[config.mk]
export PLATFORM = sky130hd
export DESIGN_NAME = forwarding_unit
export DESIGN_NICKNAME = d
export VERILOG_FILES = /design/src/rtl/mips_pkg.sv /design/src/rtl/forward_compare.sv /design/src/rtl/forwarding_unit.sv
export SDC_FILE = /design/constraint.sdc
export NUM_CORES = 1
export LEC_CHECK = 0
export CORE_ASPECT_RATIO = 1.25
export CORE_MARGIN = 2
export CORE_UTILIZATION = 45
export CTS_CLUSTER_SIZE = 20
export DETAILED_ROUTE_END_ITERATION = 16
export PLACE_DENSITY = 0.77
export RECOVER_POWER = 100
export SLEW_MARGIN = 0
export SYNTH_ARGS = -nofsm -noshare
export SYNTH_HDL_FRONTEND = slang
export SYNTH_SLANG_ARGS = --single-unit
[constraint.sdc]
create_clock -name clock -period 1.85 [get_ports clock]
set_input_delay 0.2775 -clock clock [delete_from_list [all_inputs] [get_ports clock]]
set_output_delay 0.2775 -clock clock [all_outputs]
set_load 0.03 [all_outputs]
[src/rtl/mips_pkg.sv]
// Shared types and constants for the MIPS pipeline forwarding logic.
// Operand-mux selector encoding and the per-stage destination tag live here.
package mips_pkg;

    localparam int REG_W = 5;

    typedef enum logic [1:0] {
        SEL_REG   = 2'b00,
        SEL_EXMEM = 2'b01,
        SEL_MEMWB = 2'b10
    } fwd_sel_t;

    localparam logic [REG_W-1:0] REG_ZERO = 5'd0;

    typedef struct packed {
        logic [REG_W-1:0] rd;
        logic             we;
        logic             ld;
    } stage_tag_t;

    localparam stage_tag_t TAG_BUBBLE = '{rd: REG_ZERO, we: 1'b0, ld: 1'b0};

endpackage

[src/rtl/forward_compare.sv]
// Compares one source register against the EX and MEM destination tags and
// returns the operand-mux select plus a flag for a hit on a load still in EX.
module forward_compare
    import mips_pkg::*;
(
    input  logic [REG_W-1:0] i_src,
    input  logic             i_usa,
    input  logic [REG_W-1:0] i_ex_rd,
    input  logic             i_ex_we,
    input  logic             i_ex_ld,
    input  logic [REG_W-1:0] i_mem_rd,
    input  logic             i_mem_we,
    output logic [1:0]       o_sel,
    output logic             o_load_hit
);

    logic w_active;
    logic w_ex_hit;
    logic w_mem_hit;

    // $zero is hard-wired, so a write to it must never be forwarded.
    assign w_active   = i_usa && (i_src != REG_ZERO);
    assign w_ex_hit   = w_active && i_ex_we && (i_src == i_ex_rd);
    assign w_mem_hit  = w_active && i_mem_we && (i_src == i_mem_rd);
    assign o_load_hit = w_ex_hit && i_ex_ld;

    always_comb begin
        o_sel = SEL_REG;
        if (w_ex_hit) begin
            o_sel = SEL_EXMEM;
        end else if (w_mem_hit) begin
            o_sel = SEL_MEMWB;
        end
    end

endmodule

[src/rtl/forwarding_unit.sv]
// Forwarding selectors and load-use stall for the pipelined MIPS datapath.
// Define FWD_STALL_COUNT_EN to add the contador_stalls stall-cycle counter.
module forwarding_unit
    import mips_pkg::*;
#(
    parameter int REG_ADDR_W = REG_W
`ifdef FWD_STALL_COUNT_EN
    , parameter int CONT_W = 32
`endif
) (
    input  logic                  clock,
    input  logic                  reset,
    input  logic [REG_ADDR_W-1:0] id_rs,
    input  logic [REG_ADDR_W-1:0] id_rt,
    input  logic                  id_usa_rs,
    input  logic                  id_usa_rt,
    input  logic [REG_ADDR_W-1:0] id_rd,
    input  logic                  id_escreve_reg,
    input  logic                  id_le_mem,
    input  logic                  flush,
    output logic [1:0]            seletor_a,
    output logic [1:0]            seletor_b,
    output logic                  stall
`ifdef FWD_STALL_COUNT_EN
    , output logic [CONT_W-1:0]   contador_stalls
`endif
);

    stage_tag_t       r_ex;
    // The load flag is not needed once an instruction has left EX.
    logic [REG_W-1:0] r_mem_rd;
    logic             r_mem_we;
    logic [1:0]       r_sel_a;
    logic [1:0]       r_sel_b;

    logic [1:0]       w_sel_a;
    logic [1:0]       w_sel_b;
    logic             w_hit_a;
    logic             w_hit_b;
    logic             w_stall;
    logic             w_bubble;
    stage_tag_t       w_id_tag;

    forward_compare u_cmp_rs (
        .i_src      (id_rs),
        .i_usa      (id_usa_rs),
        .i_ex_rd    (r_ex.rd),
        .i_ex_we    (r_ex.we),
        .i_ex_ld    (r_ex.ld),
        .i_mem_rd   (r_mem_rd),
        .i_mem_we   (r_mem_we),
        .o_sel      (w_sel_a),
        .o_load_hit (w_hit_a)
    );

    forward_compare u_cmp_rt (
        .i_src      (id_rt),
        .i_usa      (id_usa_rt),
        .i_ex_rd    (r_ex.rd),
        .i_ex_we    (r_ex.we),
        .i_ex_ld    (r_ex.ld),
        .i_mem_rd   (r_mem_rd),
        .i_mem_we   (r_mem_we),
        .o_sel      (w_sel_b),
        .o_load_hit (w_hit_b)
    );

    // A flushed instruction is discarded anyway, so it never needs to wait.
    assign w_stall  = !flush && (w_hit_a || w_hit_b);
    assign w_bubble = w_stall || flush;

    always_comb begin
        w_id_tag    = TAG_BUBBLE;
        w_id_tag.rd = id_rd;
        w_id_tag.we = id_escreve_reg;
        w_id_tag.ld = id_le_mem;
    end

    always_ff @(posedge clock or posedge reset) begin
        if (reset) begin
            r_ex     <= TAG_BUBBLE;
            r_mem_rd <= REG_ZERO;
            r_mem_we <= 1'b0;
            r_sel_a  <= SEL_REG;
            r_sel_b  <= SEL_REG;
        end else begin
            r_mem_rd <= r_ex.rd;
            r_mem_we <= r_ex.we;
            if (w_bubble) begin
                r_ex    <= TAG_BUBBLE;
                r_sel_a <= SEL_REG;
                r_sel_b <= SEL_REG;
            end else begin
                r_ex    <= w_id_tag;
                r_sel_a <= w_sel_a;
                r_sel_b <= w_sel_b;
            end
        end
    end

`ifdef FWD_STALL_COUNT_EN
    logic [CONT_W-1:0] r_cont;

    always_ff @(posedge clock or posedge reset) begin
        if (reset) begin
            r_cont <= '0;
        end else if (w_stall) begin
            r_cont <= r_cont + 1'b1;
        end
    end

    assign contador_stalls = r_cont;
`endif

    assign seletor_a = r_sel_a;
    assign seletor_b = r_sel_b;
    assign stall     = w_stall;

endmodule

==> impl_metrics.env, run 1 <==
# flow metrics
export IMPL_area_leaders="dfrtp_1 (49%), xnor2_1 (12%), nor3b_2 (10%)"
export IMPL_fin_worst_skew_ps=7.13
export IMPL_grt_setup_unrepaired="true"
export IMPL_fp_nets=89
export IMPL_warnings=28
export IMPL_tns_ps=-143
export IMPL_syn2layout_area_growth_pct=54.1
export IMPL_layout_drive_gt1_share_pct=37.1
export IMPL_firstDrtPassIters=3
export IMPL_cts_tree="built"
export IMPL_setup_viol=1
export IMPL_relSlewSlack_pct=60.0
export IMPL_slew_violations=0
export IMPL_p_per_area_nw_per_um2=547
export IMPL_violations="setup timing"
export IMPL_status="complete, but fails checks"
export IMPL_drt_iter0_drc=4
export IMPL_worst_hold_path_type="register to register"
export IMPL_ant_nets=0
export IMPL_vias_per_cell=4.96
export IMPL_worst_pin_slew_ps=599
export IMPL_setup_ws_ps=-143
export IMPL_worstSetupStartpoint="r_ex[6]$_DFF_PP0_"
export IMPL_grt_pass1_vias=763
export IMPL_hpwlAfterDp_mm=1.62
export IMPL_total_power_mw=0.738
export IMPL_cts_hold_buf=0
export IMPL_yosysTopAreaCell="dfrtp_1"
export IMPL_synth_seq_share_pct=48.6
export IMPL_clkTransAtPathRegs_ps=90
export IMPL_htreeDepth=1
export IMPL_lay_top_count="buf_4"
-- run 1: Yosys cell counts, drive strengths merged --
cell type / count
o21a: 1
inv: 1
nor4: 2
nand4: 2
a2111oi: 2
clkbuf: 1
nand3: 2
nor2b: 2
nor3b: 9
xor2: 8
xnor2: 12
o21ai: 2
nor3: 2
nand2: 2
or4: 2
dfrtp: 17
-- run 1: area by class of cell --
type	instances	area [sq um]
fillers	121	460
multi-input cells	48	467
well taps	19	23.8
repair buffers	46	402
inverters	1	3.75
flip-flops and latches	17	425
clock buffers	4	26.3
-- run 1: sequential cells by signal, indices dropped and copies added (netlist names) --
name / flops
r_ex: 7
r_mem_rd: 5
seletor_a: 2
seletor_b: 2
r_mem_we: 1
-- run 1: power by group --
group | switching (mW) | total, mW | internal [mW]
Combinational | 0.0596 | 0.152 | 0.0922
Clock | 0.100 | 0.184 | 0.0835
Sequential | 0.0160 | 0.402 | 0.386
-- run 1: worst max-delay path: cells and delay by family (launching register included) --
family / cells / cell delay [ps]
compound gates: 1 / 150
xor+xnor: 1 / 170
simple gates: 3 / 560
buf+inv: 1 / 130
flops: 1 / 430
-- run 1: routing by layer --
layer,share of wire [%],GRT usage [%],up-vias
li1,-,-,335
met2,60,38.3,13
met3,2.9,3.41,2
met1,37,21.7,319
met5,0,0,-
met4,0.96,7.58,0
-- run 1: cells by family after synthesis --
| kind of cell | after synthesis | share of synthesized area (%) |
|---|---|---|
| xor+xnor | 20 | 20.0 |
| simple gates | 23 | 22.5 |
| flops | 17 | 48.6 |
| buf+inv | 2 | 0.858 |
| compound gates | 5 | 8.01 |
-- run 1: path summary, 6_finish.rpt --
path	end	slack, ps
setup / recovery	stall	-140
hold / removal	r_mem_we$_DFF_PP0_	450
setup reg to reg	seletor_b[0]$_DFF_PP0_	320
hold reg to reg	r_mem_we$_DFF_PP0_	450
max in group asynchronous	r_mem_rd[1]$_DFF_PP0_	950
min in group asynchronous	r_mem_rd[0]$_DFF_PP0_	500
-- run 1: repair_timing --
item,4_1_cts,5_1_grt
pin swaps,9,4
endpoints found under the setup margin,9,1
resized,28,1
hold endpoints to repair,0,0
buffers inserted,3,1
Figure 1. A small window of the routed layout (run 1).
Window x 23 to 43, y 3 to 23 microns. Cells in grey, sequential cells in the stronger grey; small squares are vias.
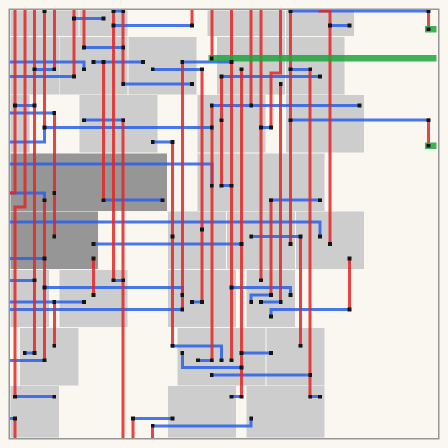
layer	colour
M3	green
M1	blue
M2	red
sequential cells in the window	1
netlist names of flops here include	`r_mem_rd` (1)
cells with their middle in the window	24
most frequent	xnor2_1 (5), buf_4 (5), xor2_1 (4)

Figure 2. Register map, names as in the netlist (run 1).
(10 px per micron) Other sequential cells in the stronger grey, the rest of the logic in the fainter grey.
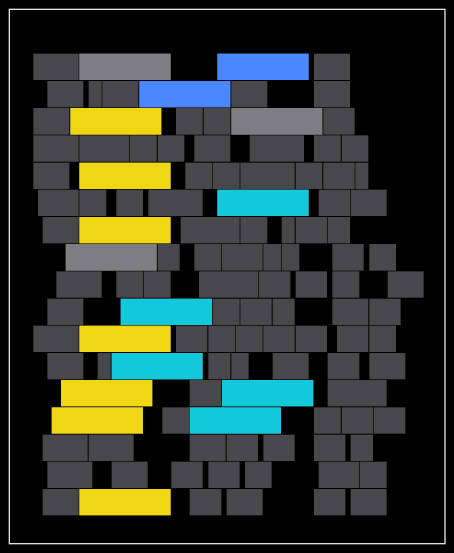
netlist name	colour	sequential cells
`r_ex`	yellow	7
`seletor_b`	blue	2
`r_mem_rd`	cyan	5
not coloured	3
sequential power: 0.402 mW
Finished Core Util: 74.5%
register area: 425 sq um
sequential cell area share: 31.6%

Figure 3. Routed metal, one colour a layer (run 1).
(8 px per micron)
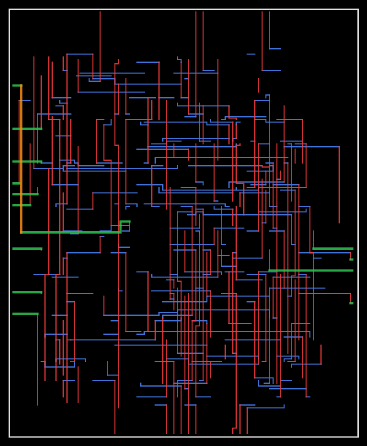
layer	colour	wire length
M1	blue	688 microns
M3	green	54.0 microns
M2	red	1120 microns
M4	orange	18.4 microns
GRT Overall Usage: 20.1%
WL final: 1.88 mm
WL per Instance: 13.9 microns
vias: 669

Figure 4. Clock network drawn from the DEF (run 1).
(4 px per micron)
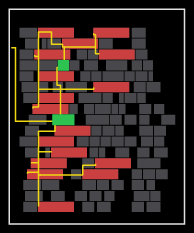

--- run 2 (diff from run 1) ---
--- a/config.mk
+++ b/config.mk
@@ -7,10 +7,10 @@
 export LEC_CHECK = 0
 export CORE_ASPECT_RATIO = 1.25
 export CORE_MARGIN = 2
-export CORE_UTILIZATION = 45
+export CORE_UTILIZATION = 48
 export CTS_CLUSTER_SIZE = 20
 export DETAILED_ROUTE_END_ITERATION = 16
-export PLACE_DENSITY = 0.77
+export PLACE_DENSITY = 0.82
 export RECOVER_POWER = 100
 export SLEW_MARGIN = 0
 export SYNTH_ARGS = -nofsm -noshare
==> constraint.sdc (replaced) <==
create_clock -name clock -period 2.46 [get_ports clock]
set_input_delay 0.369 -clock clock [delete_from_list [all_inputs] [get_ports clock]]
set_output_delay 0.369 -clock clock [all_outputs]
set_load 0.03 [all_outputs]
Figure 5. Clock network drawn from the DEF (run 2).
(6 px per micron)
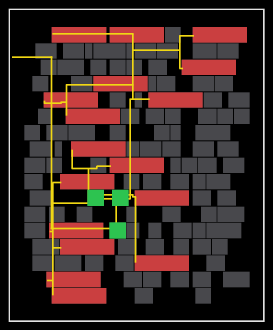
[clock wires] yellow | length: 198 microns
[clock-net drivers] green | count: 3
[flip-flops] red | count: 17
routed clock nets	4
P_clk: 0.142 mW
clk_lat worst skew: 270 ps
clock share of power: 25.5%
worst clock skew: 4.06 ps

==> run 2 against run 1 <==
Effect of this change: the flow now finishes without violations; first-iteration DRC count unchanged; setup slack improved by 190 ps; hold slack got worse by 21 ps; non-clock buffer count decreased by 2; area after synthesis unchanged; synthesized cell count unchanged; highest routed layer unchanged.
==> impl_metrics.env, run 2 <==
# flow metrics
export IMPL_synth_seq_share_pct=48.6
export IMPL_hpwlAfterDp_mm=1.62
export IMPL_grtUsageTotal_pct=22.4
export IMPL_ant_nets=0
export IMPL_firstDrtPassIters=2
export IMPL_nFillCells=135
export IMPL_worst_pin_slew_ps=640
export IMPL_hold_end="r_mem_we$_DFF_PP0_"
export IMPL_setup_viol=0
export IMPL_drt_iter0_drc=4
export IMPL_edf_count=0
export IMPL_ff_type="dfrtp_1"
export IMPL_lay_top_count="buf_4"
export IMPL_vias_per_cell=5.12
export IMPL_critPathBufInv=2
export IMPL_routedWlPerCell_microns=15.5
export IMPL_top_regs="r_ex (7), r_mem_rd (5)"
export IMPL_top_cell="dfrtp_1"
export IMPL_grt_setup_unrepaired="false"
export IMPL_syn2layout_area_growth_pct=47.2
export IMPL_status="completed"
export IMPL_common_cells="dfrtp_1 (17), xnor2_1 (12), xor2_1 (8), nor3b_2 (7)"
export IMPL_slew_violations=0
export IMPL_p_per_area_nw_per_um2=432
export IMPL_largest_reg_flops=7
export IMPL_top_register="r_ex"
export IMPL_crit_family="simple AND/OR/NAND/NOR gates"
export IMPL_area_leaders="dfrtp_1 (49%), xnor2_1 (12%), nor3b_2 (10%)"
export IMPL_finalWirelength_mm=2.06
export IMPL_r2r_slack_ps=670
export IMPL_cts_hold_buf=0
export IMPL_clkTransAtPathRegs_ps=100
export IMPL_ys_async_sr_fraction_pct=100
export IMPL_warnings=26
export IMPL_cts_tree="built"
export IMPL_worst_hold_path_type="register to register"
export IMPL_htreeDepth=1
[run 2: worst max-delay path by stage]
stage / startpoint / endpoint / cells past startpoint
final: id_rt[0] / stall / 7
after CTS: id_rt[4] / stall / 7
after floorplan: r_ex[4]$_DFF_PP0_ / stall / 5
after global routing: id_rt[0] / stall / 7
after global placement: id_rs[4] / stall / 7
after detailed placement: id_rs[4] / stall / 7
[run 2: per-stage QoR]
stage | setup slack, ps | instances | power, mW | TNS [ps] | cell area, sq um
after floorplan | 420 | 67 | 0.353 | 0 | 875
after global placement | -422 | 126 | 0.418 | -422 | 1270
after detailed placement | -446 | 126 | 0.421 | -446 | 1270
after CTS | 3.61 | 133 | 0.569 | 0 | 1330
after global routing | 4.95 | 133 | 0.594 | 0 | 1290
final | 49.2 | 133 | 0.556 | 0 | 1290
[run 2: cell type report]
type	instances	area, sq um	share of cell area, %
Clock buffer	4	26.3	2.04
Sequential cell	17	425	33.0
Tap cell	19	23.8	1.85
Multi-Input combinational cell	48	420	32.7
Inverter	1	3.75	0.292
Timing Repair Buffer	44	388	30.1
[run 2: kinds of logic after synthesis]
logic type / after synthesis / share of synthesized area (%)
and+or+nand+nor: 23 / 22.5
xor gates and xnor gates: 20 / 20.0
DFF: 17 / 48.6
AOI/OAI and AO/OA: 5 / 8.01
buffers and inverters: 2 / 0.858
[run 2: power breakdown]
part           switching (mW)  internal [mW]
Clock                  0.0791         0.0627
Combinational          0.0441         0.0696
Sequential             0.0105          0.290
[run 2: timing repair]
| action | 4_1_cts | 5_1_grt |
|---|---|---|
| endpoints found under the setup margin | 1 | 1 |
| setup buffers | 3 | 0 |
| pin swaps | 5 | 0 |
| gates resized | 14 | 2 |
[run 2: layer usage]
layer  vias up  track usage [%]  part of all wire [%]
li1        331                -                     -
met1       320             24.7                    38
met2        24             41.0                    53
met3         6             3.82                   5.0
met4         0             10.9                   4.1
met5         -                0                     0
Power is estimated from default activity; no workload was simulated.
